## src/rtl/adc_sar_scan_core.sv

```systemverilog
// adc_sar_scan_core: multi-channel, oversampling binary SAR conversion controller.
// Ports:
//   clk_dig_in, rst_in        conversion clock, synchronous active-high reset
//   start_in, continuous_in   scan start (IDLE only), rescan after the last enabled channel
//   ch_mask_in, osr_log2_in   enabled channels and oversampling exponent, latched at start/wrap
//   comparator_in             1 = analog input >= trial code
//   sample_out, sample_out_n  complementary sampling switch drive
//   enable_loop_out           high while converting
//   dac_code_out, ch_sel_out  trial code to the cap matrix, analog mux select
//   busy_out, conv_strobe_out not idle, one pulse per finished single conversion
//   result_*                  accumulated per-channel sum on a valid/ready port
// Build option: define ADC_SCAN_SETTLE_EN to insert a SETTLE phase of SETTLE_CYCLES
// before the first sample on every channel entry.
module adc_sar_scan_core #(
    parameter int RES_BITS      = 12,
    parameter int CH_CNT        = 4,
    parameter int OSR_MAX_LOG2  = 4,
    parameter int SAMPLE_CYCLES = 2,
    parameter int SETTLE_CYCLES = 4,
    localparam int CH_W  = CH_CNT > 1 ? $clog2(CH_CNT) : 1,
    localparam int OSR_W = OSR_MAX_LOG2 > 0 ? $clog2(OSR_MAX_LOG2 + 1) : 1,
    localparam int ACC_W = RES_BITS + OSR_MAX_LOG2
) (
    input  logic                clk_dig_in,
    input  logic                rst_in,
    input  logic                start_in,
    input  logic                continuous_in,
    input  logic [CH_CNT-1:0]   ch_mask_in,
    input  logic [OSR_W-1:0]    osr_log2_in,
    input  logic                comparator_in,
    output logic                sample_out,
    output logic                sample_out_n,
    output logic                enable_loop_out,
    output logic [RES_BITS-1:0] dac_code_out,
    output logic [CH_W-1:0]     ch_sel_out,
    output logic                busy_out,
    output logic                conv_strobe_out,
    output logic [ACC_W-1:0]    result_out,
    output logic [CH_W-1:0]     result_ch_out,
    output logic                result_valid_out,
    input  logic                result_ready_in
);
    localparam int KW     = $clog2(RES_BITS);
    localparam int PH_MAX = SAMPLE_CYCLES > SETTLE_CYCLES ? SAMPLE_CYCLES : SETTLE_CYCLES;
    localparam int PH_W   = PH_MAX > 1 ? $clog2(PH_MAX) : 1;
    localparam int CNT_W  = OSR_MAX_LOG2 + 1;

`ifdef ADC_SCAN_SETTLE_EN
    typedef enum logic [2:0] {IDLE, SETTLE, SAMPLE, CONVERT, ACCUM, OUTPUT} state_t;
    localparam state_t ENTRY = SETTLE;
`else
    typedef enum logic [2:0] {IDLE, SAMPLE, CONVERT, ACCUM, OUTPUT} state_t;
    localparam state_t ENTRY = SAMPLE;
`endif

    state_t              state;
    logic [PH_W-1:0]     ph;
    logic [KW-1:0]       k;
    logic [RES_BITS-1:0] code;
    logic [ACC_W-1:0]    sum;
    logic [CNT_W-1:0]    count;
    logic [CH_CNT-1:0]   mask;
    logic [OSR_W-1:0]    osr;
    logic [CH_W:0]       above;
    logic [CH_W:0]       first;
    logic [RES_BITS-1:0] dec;
    logic [CNT_W-1:0]    count_inc;
    logic [OSR_W-1:0]    osr_clamp;

    // Lowest enabled channel at or above 'from'; MSB flags that one was found.
    function automatic logic [CH_W:0] find(input logic [CH_CNT-1:0] m, input int from);
        logic [CH_W:0] r;
        r = '0;
        for (int i = CH_CNT - 1; i >= 0; i--)
            if (m[i] && i >= from) r = {1'b1, CH_W'(i)};
        return r;
    endfunction

    always_comb begin
        above     = find(mask, int'(ch_sel_out) + 1);
        first     = find(ch_mask_in, 0);
        // The trial bit is already in dac_code_out; keeping it or not is the whole decision.
        dec       = comparator_in ? dac_code_out : code;
        count_inc = count + CNT_W'(1);
        osr_clamp = osr_log2_in > OSR_W'(OSR_MAX_LOG2) ? OSR_W'(OSR_MAX_LOG2) : osr_log2_in;
    end

    always_ff @(posedge clk_dig_in) begin
        if (rst_in) begin
            state            <= IDLE;
            ph               <= '0;
            k                <= '0;
            code             <= '0;
            sum              <= '0;
            count            <= '0;
            mask             <= '0;
            osr              <= '0;
            sample_out       <= 1'b0;
            sample_out_n     <= 1'b1;
            enable_loop_out  <= 1'b0;
            dac_code_out     <= '0;
            ch_sel_out       <= '0;
            busy_out         <= 1'b0;
            conv_strobe_out  <= 1'b0;
            result_out       <= '0;
            result_ch_out    <= '0;
            result_valid_out <= 1'b0;
        end else begin
            conv_strobe_out <= 1'b0;
            case (state)
                IDLE: if (start_in && first[CH_W]) begin
                    mask         <= ch_mask_in;
                    osr          <= osr_clamp;
                    ch_sel_out   <= first[CH_W-1:0];
                    busy_out     <= 1'b1;
                    state        <= ENTRY;
                    ph           <= '0;
                    sample_out   <= ENTRY == SAMPLE;
                    sample_out_n <= ENTRY != SAMPLE;
                end
`ifdef ADC_SCAN_SETTLE_EN
                SETTLE: if (ph == PH_W'(SETTLE_CYCLES - 1)) begin
                    state        <= SAMPLE;
                    ph           <= '0;
                    sample_out   <= 1'b1;
                    sample_out_n <= 1'b0;
                end else begin
                    ph <= ph + PH_W'(1);
                end
`endif
                SAMPLE: if (ph == PH_W'(SAMPLE_CYCLES - 1)) begin
                    state           <= CONVERT;
                    sample_out      <= 1'b0;
                    sample_out_n    <= 1'b1;
                    enable_loop_out <= 1'b1;
                    k               <= KW'(RES_BITS - 1);
                    code            <= '0;
                    dac_code_out    <= RES_BITS'(1) << (RES_BITS - 1);
                end else begin
                    ph <= ph + PH_W'(1);
                end
                CONVERT: begin
                    code <= dec;
                    if (k == '0) begin
                        state           <= ACCUM;
                        enable_loop_out <= 1'b0;
                        dac_code_out    <= '0;
                    end else begin
                        k            <= k - KW'(1);
                        dac_code_out <= dec | (RES_BITS'(1) << (k - KW'(1)));
                    end
                end
                ACCUM: begin
                    sum             <= sum + ACC_W'(code);
                    count           <= count_inc;
                    conv_strobe_out <= 1'b1;
                    if (count_inc == (CNT_W'(1) << osr)) begin
                        state <= OUTPUT;
                    end else begin
                        state        <= SAMPLE;
                        ph           <= '0;
                        sample_out   <= 1'b1;
                        sample_out_n <= 1'b0;
                    end
                end
                OUTPUT: if (!result_valid_out) begin
                    // First OUTPUT cycle copies the finished sum into the held result register.
                    result_valid_out <= 1'b1;
                    result_out       <= sum;
                    result_ch_out    <= ch_sel_out;
                end else if (result_ready_in) begin
                    result_valid_out <= 1'b0;
                    sum              <= '0;
                    count            <= '0;
                    if (!above[CH_W] && continuous_in) begin
                        mask <= ch_mask_in;
                        osr  <= osr_clamp;
                    end
                    if (above[CH_W] || (continuous_in && first[CH_W])) begin
                        ch_sel_out   <= above[CH_W] ? above[CH_W-1:0] : first[CH_W-1:0];
                        state        <= ENTRY;
                        ph           <= '0;
                        sample_out   <= ENTRY == SAMPLE;
                        sample_out_n <= ENTRY != SAMPLE;
                    end else begin
                        state    <= IDLE;
                        busy_out <= 1'b0;
                    end
                end
                default: state <= IDLE;
            endcase
        end
    end
endmodule
```

## config.mk

```make
export PLATFORM = sky130hd
export DESIGN_NAME = adc_sar_scan_core
export DESIGN_NICKNAME = d
export VERILOG_FILES = /design/src/rtl/adc_sar_scan_core.sv
export SDC_FILE = /design/constraint.sdc
export NUM_CORES = 1
export LEC_CHECK = 0
export CAP_MARGIN = 20
export CORE_MARGIN = 2
export CORE_UTILIZATION = 45
export CTS_CLUSTER_SIZE = 24
export DETAILED_ROUTE_END_ITERATION = 16
export PLACE_DENSITY = 0.69
export SYNTH_ARGS = -nofsm -noshare
export SYNTH_HDL_FRONTEND = slang
export SYNTH_SLANG_ARGS = --single-unit
```

## constraint.sdc

```tcl
create_clock -name clk_dig_in -period 2.45 [get_ports clk_dig_in]
set_clock_uncertainty 0.2 [all_clocks]
set_input_delay 0.49 -clock clk_dig_in [delete_from_list [all_inputs] [get_ports clk_dig_in]]
set_output_delay 0.49 -clock clk_dig_in [all_outputs]
set_load 0.05 [all_outputs]
```

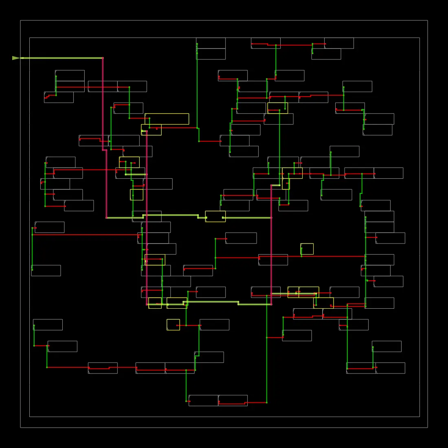
Fig. 1. Clock nets (run 1).
clock buffer count: 9
count of flip-flops and latches: 86

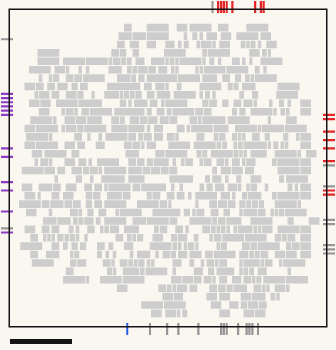
Fig. 2. Ports around the boundary (run 1).
Scale bar: 20 um. Pins as bars across the die edge, other pins in gray.
Blue marks enable_loop_out, pins 1, direction output, edge bottom. Red marks result_out, pins 16, direction output, edge 8 right, 8 top. Purple marks dac_code_out, pins 12, direction output, edge left.
All pins by edge: 15 right, 14 left, 13 bottom, 9 top.
vertical die dimension: 102.3 um
number of input and output port buffers inserted: 50
width of the die: 102.3 um

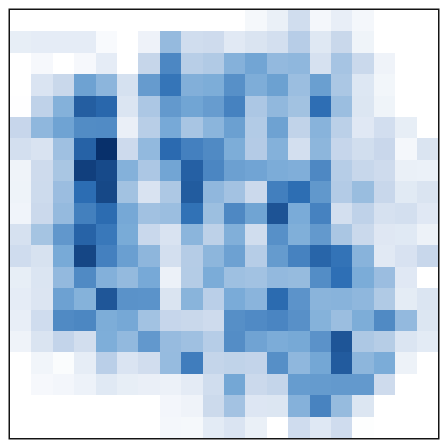
Fig. 3. Wiring heat map (run 1).
20 x 20 tiles, from white (low) to dark blue (high), scaled to the fullest tile. Values are wire area over tile area, all layers added.
The mean over all tiles is 0.16. 14% of the tiles are nearly empty. The fullest tile reaches 0.51. 24% of the tiles are over half the peak.
total routing usage reported by global routing: 0.2113
routed length per placed instance: 14.43 um
total wire length: 10740 um

==> impl_metrics.xml, run 1 <==
<?xml version="1.0" encoding="UTF-8"?>
<metrics>
  <group name="placement">
    <metric name="place_worst_setup_slack" unit="ps">-326.3</metric>
    <metric name="place_congestion" unit="">0.8588</metric>
    <metric name="hpwlAfterDp" unit="um">7816</metric>
  </group>
  <group name="die">
    <metric name="well_tap_count" unit="">129</metric>
    <metric name="core.rowCount" unit="">35</metric>
    <metric name="die-area" unit="mm^2">0.01046</metric>
    <metric name="initial_core_utilization" unit="">0.4660</metric>
    <metric name="design.core.area" unit="mm^2">0.009328</metric>
  </group>
  <group name="pwr">
    <metric name="cellInternalPower" unit="mW">2.579</metric>
    <metric name="power_density" unit="mW/mm^2">730.9</metric>
    <metric name="power.net_switching" unit="mW">1.515</metric>
    <metric name="vdd_ir_drop_max" unit="mV">0.5953</metric>
    <metric name="pg_comb" unit="mW">1.44</metric>
    <metric name="relative_contribution_of_combinational_cells_to_total_power" unit="">0.351</metric>
    <metric name="p_clk" unit="mW">1.04</metric>
  </group>
  <group name="layout">
    <metric name="area_share_nonclk_buffers" unit="">0.1559</metric>
    <metric name="num-multi-input-gates" unit="">401</metric>
    <metric name="cell_area_after_layout" unit="mm^2">0.005602</metric>
    <metric name="finish.cell_count_without_fillers" unit="">744</metric>
    <metric name="post-route-util" unit="">0.6005</metric>
    <metric name="design.final.nets" unit="">643</metric>
    <metric name="non_clk_bufs" unit="">100</metric>
    <metric name="most_common_logic_cell_in_the_routed_design" unit="">sky130_fd_sc_hd__dfxtp_1</metric>
    <metric name="area.combinational" unit="mm^2">0.002592</metric>
    <metric name="regArea" unit="mm^2">0.001728</metric>
    <metric name="final.signal_inverter_count" unit="">12</metric>
  </group>
  <group name="global_route">
    <metric name="global_route_wire_length_before_repair" unit="um">17660</metric>
    <metric name="grt_busiest_layer" unit="">met2</metric>
    <metric name="grt_antenna_before_repair" unit="">0</metric>
    <metric name="grt_overflow" unit="">0</metric>
    <metric name="global_route.usage.met3" unit="">0.03762</metric>
  </group>
  <group name="logic_synthesis">
    <metric name="synthesized_nets" unit="">558</metric>
    <metric name="ys_cells" unit="">525</metric>
    <metric name="post_synth_num_cell_types" unit="">60</metric>
    <metric name="most_common_cell" unit="">sky130_fd_sc_hd__dfxtp_1</metric>
    <metric name="area_fraction_in_full_adders_half_adders_and_majority_gates" unit="">0.05930</metric>
    <metric name="syn-instance-count" unit="">525</metric>
    <metric name="post_synthesis_mean_instance_area" unit="um^2">8.279</metric>
    <metric name="synth_top_flop_cell" unit="">sky130_fd_sc_hd__dfxtp_1</metric>
    <metric name="synthXorXnorAreaFrac" unit="">0.02619</metric>
    <metric name="muxShareOfSynthArea" unit="">0.01842</metric>
    <metric name="synth-edff-count" unit="">0</metric>
    <metric name="post_synth_main_area_contributors" unit="">sky130_fd_sc_hd__dfxtp_1 (40%), sky130_fd_sc_hd__a21oi_1 (6.3%), sky130_fd_sc_hd__nor2_1 (6.0%), sky130_fd_sc_hd__ha_1 (5.5%), sky130_fd_sc_hd__nand2_1 (5.3%)</metric>
    <metric name="simple_gate_share" unit="">0.2283</metric>
  </group>
  <group name="setup_path">
    <metric name="max_stage_delay" unit="ps">350</metric>
    <metric name="critical_path.endpoint" unit="">sum[12]</metric>
    <metric name="path_max_fanout" unit="">4</metric>
    <metric name="r2r-start" unit="">sum[0]</metric>
    <metric name="timing.critical_path.cells" unit="">ha_4, fa_2, a21o_1, a21o_1, a2111oi_4, o31ai_2, a21oi_2, or3_1, a21oi_1</metric>
    <metric name="ff2ff_path_depth" unit="">9</metric>
    <metric name="worstSetupPathDepth" unit="">9</metric>
    <metric name="timing.critical_path.from" unit="">sum[0]</metric>
    <metric name="timing.critical_path.to_type" unit="">flop</metric>
  </group>
  <group name="clock_tree">
    <metric name="cts_sinks" unit="">86</metric>
    <metric name="hold_buffers" unit="">0</metric>
    <metric name="cts_max_path_buffers" unit="">2</metric>
  </group>
  <group name="run">
    <metric name="stage_log_warnings" unit="">32</metric>
    <metric name="count_of_max_cap_constraint_violations" unit="">0</metric>
  </group>
  <group name="final_timing">
    <metric name="tightest_slew_margin_relative_to_the_limit" unit="">0.6392</metric>
    <metric name="fin_hold_ws" unit="ps">257.0</metric>
    <metric name="max_slew.worst_pin.slew" unit="ps">537.1</metric>
    <metric name="postLayoutSetupSlackWorst" unit="ps">51.09</metric>
    <metric name="fin_crit" unit="ps">2399</metric>
    <metric name="report.final.hold_viol_count" unit="">0</metric>
    <metric name="timing.fmax" unit="MHz">416.9</metric>
  </group>
  <group name="routing">
    <metric name="route.detailed.drc" unit="">0</metric>
    <metric name="met2_length" unit="um">4982</metric>
    <metric name="met3_wirelength" unit="um">344</metric>
  </group>
  <group name="hold_path">
    <metric name="holdCritPathClass" unit="">reg2reg</metric>
    <metric name="whs_path_depth" unit="">2</metric>
  </group>
  <group name="outcome">
    <metric name="run_status" unit="">completed</metric>
  </group>
</metrics>
==> run 1 -> run 2 <==
- CTS_CLUSTER_DIAMETER: unset -> 150
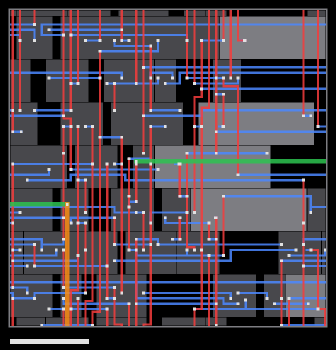
Fig. 4. Layout detail (run 2).
Scale bar: 5 um. Window x 41 to 61, y 62 to 82 um. Cells in gray, sequential cells in the stronger gray; small squares are vias.
Red marks M2. Blue marks M1. Orange marks M4. Green marks M3.
Most frequent: nor2_1 (4), dfxtp_1 (4). 28 logic cells have their middle in the window. Sequential cells in the window: 4. Netlist names of flops here include sum (4).

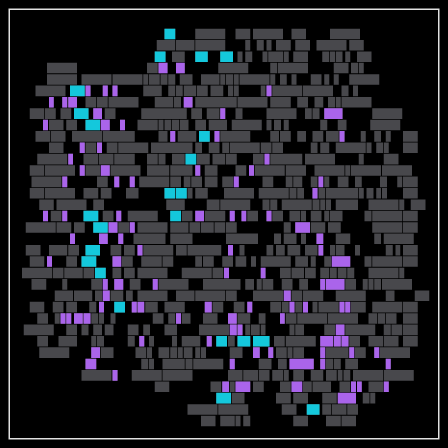
Fig. 5. Gate families picked out (run 2).
Cyan marks non-inverting ao/oa cells, cells 23. Purple marks nor cells, cells 105.
combinational share of cell area: 0.4628
most common logic cell in the routed design: sky130_fd_sc_hd__dfxtp_1

==> run 2 against run 1 <==
Effect of this change: clock-buffer cell count unchanged; register-to-register slack about the same; global-route usage unchanged; worst hold slack unchanged; via count unchanged; first-iteration DRC count unchanged; core utilization unchanged; power unchanged; critical endpoint unchanged; highest routed layer unchanged.
==> impl_metrics.xml, run 2 <==
<?xml version="1.0" encoding="UTF-8"?>
<metrics>
  <group name="routing">
    <metric name="met2_length" unit="um">4982</metric>
    <metric name="total_wire_length" unit="um">10740</metric>
    <metric name="route.detailed.drc" unit="">0</metric>
    <metric name="met1_length" unit="um">5202</metric>
    <metric name="detail_route.wl_per_cell" unit="um">14.43</metric>
    <metric name="met3_wirelength" unit="um">344</metric>
  </group>
  <group name="hold_path">
    <metric name="holdCritPathClass" unit="">reg2reg</metric>
    <metric name="whs_path_depth" unit="">2</metric>
  </group>
  <group name="final_timing">
    <metric name="report.final.hold_viol_count" unit="">0</metric>
    <metric name="fin_hold_ws" unit="ps">257.0</metric>
    <metric name="max_slew.worst_pin.slew" unit="ps">537.1</metric>
    <metric name="postLayoutSetupSlackWorst" unit="ps">51.09</metric>
    <metric name="fin_crit" unit="ps">2399</metric>
    <metric name="tightest_slew_margin_relative_to_the_limit" unit="">0.6392</metric>
    <metric name="timing.fmax" unit="MHz">416.9</metric>
  </group>
  <group name="logic_synthesis">
    <metric name="syn-instance-count" unit="">525</metric>
    <metric name="most_common_cell" unit="">sky130_fd_sc_hd__dfxtp_1</metric>
    <metric name="post_synth_main_area_contributors" unit="">sky130_fd_sc_hd__dfxtp_1 (40%), sky130_fd_sc_hd__a21oi_1 (6.3%), sky130_fd_sc_hd__nor2_1 (6.0%), sky130_fd_sc_hd__ha_1 (5.5%), sky130_fd_sc_hd__nand2_1 (5.3%)</metric>
    <metric name="post_synth_num_cell_types" unit="">60</metric>
    <metric name="ys_cells" unit="">525</metric>
    <metric name="simple_gate_share" unit="">0.2283</metric>
    <metric name="synth-edff-count" unit="">0</metric>
    <metric name="muxShareOfSynthArea" unit="">0.01842</metric>
    <metric name="synth_top_flop_cell" unit="">sky130_fd_sc_hd__dfxtp_1</metric>
    <metric name="area_fraction_in_full_adders_half_adders_and_majority_gates" unit="">0.05930</metric>
    <metric name="post_synthesis_mean_instance_area" unit="um^2">8.279</metric>
    <metric name="synthXorXnorAreaFrac" unit="">0.02619</metric>
    <metric name="synthesized_nets" unit="">558</metric>
  </group>
  <group name="setup_path">
    <metric name="critical_path.slowest_cell" unit="">sky130_fd_sc_hd__dfxtp_2</metric>
    <metric name="critical_path.endpoint" unit="">sum[12]</metric>
    <metric name="max_stage_delay" unit="ps">350</metric>
    <metric name="timing.critical_path.to_type" unit="">flop</metric>
    <metric name="timing.critical_path.from" unit="">sum[0]</metric>
    <metric name="path_max_fanout" unit="">4</metric>
    <metric name="worstSetupPathDepth" unit="">9</metric>
    <metric name="ff2ff_path_depth" unit="">9</metric>
    <metric name="r2r-start" unit="">sum[0]</metric>
  </group>
  <group name="die">
    <metric name="core.rowCount" unit="">35</metric>
    <metric name="initial_core_utilization" unit="">0.4660</metric>
    <metric name="well_tap_count" unit="">129</metric>
    <metric name="die_h" unit="um">102.3</metric>
    <metric name="die-area" unit="mm^2">0.01046</metric>
    <metric name="design.core.area" unit="mm^2">0.009328</metric>
  </group>
  <group name="layout">
    <metric name="area_share_nonclk_buffers" unit="">0.1559</metric>
    <metric name="design.final.nets" unit="">643</metric>
    <metric name="area.combinational" unit="mm^2">0.002592</metric>
    <metric name="layout.sequential_cells" unit="">86</metric>
    <metric name="n_clock_buffer" unit="">9</metric>
    <metric name="non_clk_bufs" unit="">100</metric>
    <metric name="num-multi-input-gates" unit="">401</metric>
    <metric name="regArea" unit="mm^2">0.001728</metric>
    <metric name="n_fill_cell" unit="">856</metric>
    <metric name="finish.cell_count_without_fillers" unit="">744</metric>
    <metric name="cell_area_after_layout" unit="mm^2">0.005602</metric>
    <metric name="post-route-util" unit="">0.6005</metric>
    <metric name="final.signal_inverter_count" unit="">12</metric>
  </group>
  <group name="placement">
    <metric name="hpwlAfterDp" unit="um">7816</metric>
    <metric name="place_worst_setup_slack" unit="ps">-326.3</metric>
    <metric name="io_buffer_count" unit="">50</metric>
    <metric name="place_congestion" unit="">0.8588</metric>
  </group>
  <group name="pwr">
    <metric name="pg_comb" unit="mW">1.44</metric>
    <metric name="vdd_ir_drop_max" unit="mV">0.5953</metric>
    <metric name="relative_contribution_of_combinational_cells_to_total_power" unit="">0.351</metric>
    <metric name="total_leakage_power" unit="nW">2.179</metric>
    <metric name="cellInternalPower" unit="mW">2.579</metric>
    <metric name="power_density" unit="mW/mm^2">730.9</metric>
    <metric name="p_total" unit="mW">4.094</metric>
    <metric name="power.net_switching" unit="mW">1.515</metric>
    <metric name="power_frac_seq" unit="">0.396</metric>
    <metric name="p_clk" unit="mW">1.04</metric>
  </group>
  <group name="clock_tree">
    <metric name="tritoncts_clock_tree" unit="">yes</metric>
    <metric name="hold_buffers" unit="">0</metric>
    <metric name="cts_max_path_buffers" unit="">2</metric>
    <metric name="cts_sinks" unit="">86</metric>
  </group>
  <group name="global_route">
    <metric name="grt_busiest_layer" unit="">met2</metric>
    <metric name="met2_usage" unit="">0.3360</metric>
    <metric name="grt_overflow" unit="">0</metric>
    <metric name="grt_antenna_before_repair" unit="">0</metric>
    <metric name="grt_usage" unit="">0.2113</metric>
    <metric name="global_route_wire_length_before_repair" unit="um">17660</metric>
    <metric name="global_route.usage.met3" unit="">0.03762</metric>
  </group>
  <group name="run">
    <metric name="stage_log_warnings" unit="">32</metric>
    <metric name="count_of_max_cap_constraint_violations" unit="">0</metric>
  </group>
  <group name="outcome">
    <metric name="run_status" unit="">completed</metric>
  </group>
</metrics>
==> run 2 -> run 3 <==
- RECOVER_POWER: unset -> 50
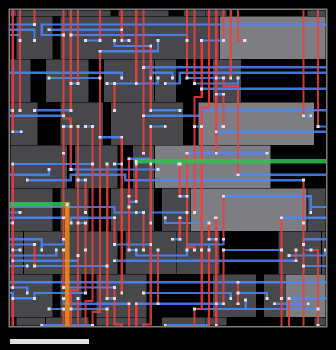
Fig. 6. Layout detail (run 3).
Scale bar: 5 um. Window x 41 to 61, y 62 to 82 um. Cells in gray, sequential cells in the stronger gray; small squares are vias.
Red marks M2. Orange marks M4. Green marks M3. Blue marks M1.
Netlist names of flops here include sum (4). Sequential cells in the window: 4. Most frequent: nor2_1 (4), dfxtp_1 (4). 28 logic cells have their middle in the window.

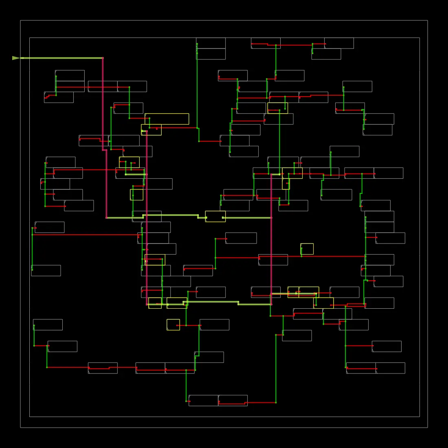
Fig. 7. Clock nets (run 3).
clk pwr: 1.04 mW
TritonCTS Buffers: 9
clock network latency to the later pin of the worst-skew pair: 360 ps
number of sinks handled by clock tree synthesis: 86

==> run 3 against run 2 <==
Effect of this change: clock power barely moved; combinational power hardly changed; design area shrank 0.42%; largest cell class unchanged; highest routed layer unchanged.
==> impl_metrics.xml, run 3 <==
<?xml version="1.0" encoding="UTF-8"?>
<metrics>
  <group name="logic_synthesis">
    <metric name="synthXorXnorAreaFrac" unit="">0.02619</metric>
    <metric name="most_common_cell" unit="">sky130_fd_sc_hd__dfxtp_1</metric>
    <metric name="synth-edff-count" unit="">0</metric>
    <metric name="area_fraction_in_full_adders_half_adders_and_majority_gates" unit="">0.05930</metric>
    <metric name="simple_gate_share" unit="">0.2283</metric>
    <metric name="post_synth_num_cell_types" unit="">60</metric>
    <metric name="muxShareOfSynthArea" unit="">0.01842</metric>
  </group>
  <group name="pwr">
    <metric name="cellInternalPower" unit="mW">2.556</metric>
    <metric name="vdd_ir_drop_max" unit="mV">0.5951</metric>
    <metric name="relative_contribution_of_combinational_cells_to_total_power" unit="">0.347</metric>
    <metric name="pg_comb" unit="mW">1.41</metric>
    <metric name="power.net_switching" unit="mW">1.513</metric>
    <metric name="total_leakage_power" unit="nW">2.194</metric>
  </group>
  <group name="layout">
    <metric name="comb_share" unit="">0.4648</metric>
    <metric name="cell_area_after_layout" unit="mm^2">0.005578</metric>
    <metric name="num-multi-input-gates" unit="">401</metric>
    <metric name="area_share_nonclk_buffers" unit="">0.1523</metric>
    <metric name="non_clk_bufs" unit="">100</metric>
    <metric name="regArea" unit="mm^2">0.001728</metric>
    <metric name="area.combinational" unit="mm^2">0.002592</metric>
    <metric name="finish.cell_count_without_fillers" unit="">744</metric>
    <metric name="final.signal_inverter_count" unit="">12</metric>
    <metric name="layout.sequential_cells" unit="">86</metric>
    <metric name="design.final.nets" unit="">643</metric>
  </group>
  <group name="routing">
    <metric name="route.detailed.drc" unit="">0</metric>
    <metric name="total_wire_length" unit="um">10720</metric>
    <metric name="met3_wirelength" unit="um">320</metric>
    <metric name="met1_length" unit="um">5210</metric>
    <metric name="met2_length" unit="um">4984</metric>
  </group>
  <group name="setup_path">
    <metric name="timing.critical_path.from" unit="">sum[0]</metric>
    <metric name="max_stage_delay" unit="ps">350</metric>
    <metric name="path_max_fanout" unit="">4</metric>
    <metric name="r2r-start" unit="">sum[0]</metric>
    <metric name="critical_path.endpoint" unit="">sum[12]</metric>
  </group>
  <group name="hold_path">
    <metric name="holdCritPathClass" unit="">reg2reg</metric>
    <metric name="whs_path_depth" unit="">2</metric>
  </group>
  <group name="run">
    <metric name="count_of_max_cap_constraint_violations" unit="">0</metric>
    <metric name="stage_log_warnings" unit="">32</metric>
  </group>
  <group name="die">
    <metric name="design.core.area" unit="mm^2">0.009328</metric>
    <metric name="die-area" unit="mm^2">0.01046</metric>
  </group>
  <group name="placement">
    <metric name="io_buffer_count" unit="">50</metric>
    <metric name="place_congestion" unit="">0.8588</metric>
    <metric name="hpwlAfterDp" unit="um">7816</metric>
    <metric name="place_worst_setup_slack" unit="ps">-326.3</metric>
  </group>
  <group name="final_timing">
    <metric name="tightest_slew_margin_relative_to_the_limit" unit="">0.5916</metric>
    <metric name="fin_hold_ws" unit="ps">252.5</metric>
    <metric name="max_slew.worst_pin.slew" unit="ps">615.3</metric>
    <metric name="timing.fmax" unit="MHz">417.0</metric>
    <metric name="postLayoutSetupSlackWorst" unit="ps">51.94</metric>
    <metric name="fin_crit" unit="ps">2398</metric>
  </group>
  <group name="clock_tree">
    <metric name="cts_max_path_buffers" unit="">2</metric>
  </group>
  <group name="global_route">
    <metric name="global_route.usage.met3" unit="">0.03762</metric>
    <metric name="global_route_wire_length_before_repair" unit="um">17660</metric>
    <metric name="grt_usage" unit="">0.2113</metric>
    <metric name="met2_usage" unit="">0.3360</metric>
    <metric name="grt_busiest_layer" unit="">met2</metric>
  </group>
  <group name="outcome">
    <metric name="run_status" unit="">completed</metric>
  </group>
</metrics>
Power figures rest on the tool's default switching activity, not on a simulated workload.
